===== config.mk =====
export PLATFORM = sky130hd
export DESIGN_NAME = gcd_req_master
export DESIGN_NICKNAME = d
export VERILOG_FILES = /design/src/rtl/gcd_pkg.sv /design/src/rtl/gcd_req_fifo.sv /design/src/rtl/gcd_req_master.sv
export SDC_FILE = /design/constraint.sdc
export NUM_CORES = 1
export LEC_CHECK = 0
export CORE_ASPECT_RATIO = 1.5
export CORE_MARGIN = 3
export CORE_UTILIZATION = 55
export DETAILED_ROUTE_END_ITERATION = 16
export PLACE_DENSITY = 0.79
export SLEW_MARGIN = 20
export SYNTH_ARGS = -nofsm -noshare
export SYNTH_HDL_FRONTEND = slang
export SYNTH_SLANG_ARGS = --single-unit

===== constraint.sdc =====
create_clock -name clk -period 3.3 [get_ports clk]
set_clock_uncertainty 0.2 [all_clocks]
set_input_delay 0.495 -clock clk [delete_from_list [all_inputs] [get_ports clk]]
set_output_delay 0.495 -clock clk [all_outputs]
set_load 0.02 [all_outputs]

===== src/rtl/gcd_pkg.sv =====
// Shared types for the GCD request master: default widths, FSM states and request layout.
package gcd_pkg;

   localparam int GCD_W     = 6;
   localparam int GCD_TAG_W = 4;

   typedef enum logic [1:0] {
      IDLE,
      ISSUE,
      WAIT,
      RESP
   } gcd_state_t;

   typedef struct packed {
      logic [GCD_W-1:0]     a;
      logic [GCD_W-1:0]     b;
      logic [GCD_TAG_W-1:0] tag;
   } gcd_req_t;

endpackage


===== src/rtl/gcd_req_fifo.sv =====
// Synchronous request FIFO. The pointers carry one extra wrap bit so that
// full and empty can be told apart without a separate occupancy counter.
module gcd_req_fifo
   import gcd_pkg::*;
#(
   parameter int  DEPTH = 4,
   parameter type T     = gcd_req_t
) (
   input  logic clk,
   input  logic reset,
   input  logic push,
   input  T     wdata,
   input  logic pop,
   output T     rdata,
   output logic full,
   output logic empty
);

   localparam int AW = $clog2(DEPTH);

   logic [AW:0] wptr;
   logic [AW:0] rptr;
   T            mem [DEPTH];

   assign empty = (wptr == rptr);
   assign full  = (wptr[AW] != rptr[AW]) && (wptr[AW-1:0] == rptr[AW-1:0]);
   assign rdata = mem[rptr[AW-1:0]];

   // Pointer update; push and pop may happen in the same cycle.
   always_ff @(posedge clk) begin
      if (reset) begin
         wptr <= '0;
         rptr <= '0;
      end else begin
         if (push && !full)
            wptr <= wptr + 1'b1;
         if (pop && !empty)
            rptr <= rptr + 1'b1;
      end
   end

   // Storage is not reset; entries are only read once written.
   always_ff @(posedge clk) begin
      if (push && !full)
         mem[wptr[AW-1:0]] <= wdata;
   end

endmodule


===== src/rtl/gcd_req_master.sv =====
// Initiator for the subtractive GCD engine. Queues operand pairs, issues them
// one at a time with a start pulse, resolves zero operands locally (the engine
// would never finish on them) and reports an error if the engine hangs.
module gcd_req_master
   import gcd_pkg::*;
#(
   parameter int W       = GCD_W,
   parameter int TAG_W   = GCD_TAG_W,
   parameter int DEPTH   = 4,
   parameter int TIMEOUT = 80
) (
   input  logic             clk,
   input  logic             reset,
   input  logic             req_valid,
   output logic             req_ready,
   input  logic [W-1:0]     req_a,
   input  logic [W-1:0]     req_b,
   input  logic [TAG_W-1:0] req_tag,
   output logic             rsp_valid,
   input  logic             rsp_ready,
   output logic [W-1:0]     rsp_gcd,
   output logic [TAG_W-1:0] rsp_tag,
   output logic             rsp_err,
   output logic             gcd_start,
   output logic [W-1:0]     gcd_a,
   output logic [W-1:0]     gcd_b,
   input  logic [W-1:0]     gcd_out,
   input  logic             gcd_valid,
   output logic             busy
);

   localparam int CW = $clog2(TIMEOUT);

   typedef struct packed {
      logic [W-1:0]     a;
      logic [W-1:0]     b;
      logic [TAG_W-1:0] tag;
   } req_t;

   gcd_state_t  state;
   logic [CW-1:0] cnt;
   req_t        wr;
   req_t        head;
   logic        full;
   logic        empty;
   logic        pop;

   assign wr.a   = req_a;
   assign wr.b   = req_b;
   assign wr.tag = req_tag;

   assign req_ready = !full;
   // The response slot is always free in IDLE, so the head can be taken at once.
   assign pop  = (state == IDLE) && !empty;
   assign busy = (state != IDLE) || !empty;

   gcd_req_fifo #(
      .DEPTH (DEPTH),
      .T     (req_t)
   ) u_fifo (
      .clk   (clk),
      .reset (reset),
      .push  (req_valid),
      .wdata (wr),
      .pop   (pop),
      .rdata (head),
      .full  (full),
      .empty (empty)
   );

   // Sequencer: pop, issue to the engine, wait with timeout, hold the response.
   always_ff @(posedge clk) begin
      if (reset) begin
         state     <= IDLE;
         cnt       <= '0;
         gcd_start <= 1'b0;
         gcd_a     <= '0;
         gcd_b     <= '0;
         rsp_valid <= 1'b0;
         rsp_gcd   <= '0;
         rsp_tag   <= '0;
         rsp_err   <= 1'b0;
      end else begin
         gcd_start <= 1'b0;
         case (state)
            IDLE: begin
               if (!empty) begin
                  rsp_tag <= head.tag;
                  if ((head.a == '0) || (head.b == '0)) begin
                     // gcd(x,0)=x and gcd(0,0)=0, so OR gives the answer.
                     rsp_gcd   <= head.a | head.b;
                     rsp_err   <= 1'b0;
                     rsp_valid <= 1'b1;
                     state     <= RESP;
                  end else begin
                     gcd_a     <= head.a;
                     gcd_b     <= head.b;
                     gcd_start <= 1'b1;
                     state     <= ISSUE;
                  end
               end
            end
            ISSUE: begin
               cnt   <= '0;
               state <= WAIT;
            end
            WAIT: begin
               cnt <= cnt + 1'b1;
               // cnt==0 is the first WAIT cycle, where valid may still be stale.
               if (gcd_valid && (cnt != '0)) begin
                  rsp_gcd   <= gcd_out;
                  rsp_err   <= 1'b0;
                  rsp_valid <= 1'b1;
                  state     <= RESP;
               end else if (cnt == CW'(TIMEOUT - 1)) begin
                  rsp_gcd   <= '0;
                  rsp_err   <= 1'b1;
                  rsp_valid <= 1'b1;
                  state     <= RESP;
               end
            end
            RESP: begin
               if (rsp_ready) begin
                  rsp_valid <= 1'b0;
                  state     <= IDLE;
               end
            end
            default: state <= IDLE;
         endcase
      end
   end

endmodule


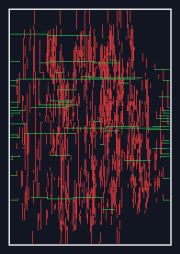
(images/wires.png)
Drawn at 2 px/µm. Two of the layers only.
metal 2 -> red  # wire length 4660 µm
metal 3 -> green  # wire length 554 µm
total global-route track usage: 21.0%
average wire per cell in the routed design: 18.2 µm
overall via count from detail_route: 2895
total wire length after detailed routing: 9.03 mm

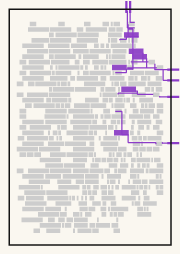
(images/io_fan.png)
Drawn at 2 px/µm.
gcd_b -> purple  # bits 6, direction output, end cells 6, wire 188 µm
number of I/O pins: 54
number of input and output port buffers inserted: 53

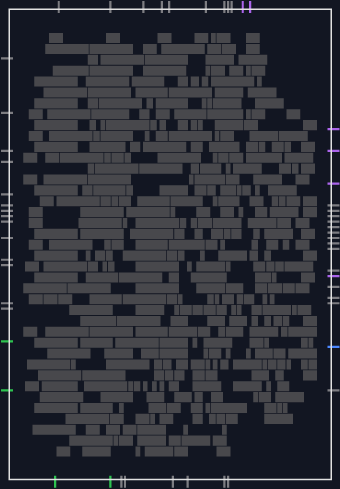
(images/io_placement.png)
Drawn at 4 px/µm. Pins as bars across the die edge, other pins in grey.
gcd_b -> purple  # pins 6, direction output, edge 4 right, 2 top
req_tag -> green  # pins 4, direction input, edge 2 left, 2 bottom
rsp_valid -> blue  # pins 1, direction output, edge right
all pins by edge = 19 right, 16 left, 11 top, 8 bottom
horizontal extent of the die: 80.1 µm
vertical die size: 117 µm

==> run notes <==
Implementation results. Count of clock tree sinks landed at 106. Number of global-route vias before repair landed at between 2k and 3k. In this run the post-CTS setup repair buffer count came out at 0. Before placement the cells fill around three fifths of the core. Per the slew report, the remaining headroom to the max-slew limit stands at 58.5%. On the worst setup and hold paths after CTS, the clock-pin slew comes to 0.07 ns. Multi-input combinational cell area landed at 1630 µm². Maximum number of pins on one net before global-route repair landed at 23.

The flow ran to the end, and the final reports show no timing, DRC or antenna violations. Top fanout value on the critical path landed at 5. The type recorded for the worst min-delay path is register to register. The flow reports an fmax of 378 MHz. For this block, the initial DRC count from the detailed router was 130. By area, registers come first. Post-synthesis xor/xnor area fraction landed at between 2 and 2.5%. Depth of the critical timing path with buffers and inverters included landed at 3.

Of the combinational cells, the family taking the most area is multiplexers. Arrival time reported for the critical path endpoint landed at ~2 ns. The most critical hold endpoint after final layout shows a slack of roughly 0.28 ns.

Number of logged tool warnings landed at 33. In this run, the clock network consumes 23.8% of the power. Summed over all nets, the switching power comes to 0.00147 W. The register with the most flip-flops in the layout has 64 of them. Proportion of total power due to net switching landed at 33.3%. Final antenna-violating net count landed at 0.
Power figures rest on the tool's default switching activity, not on a simulated workload.
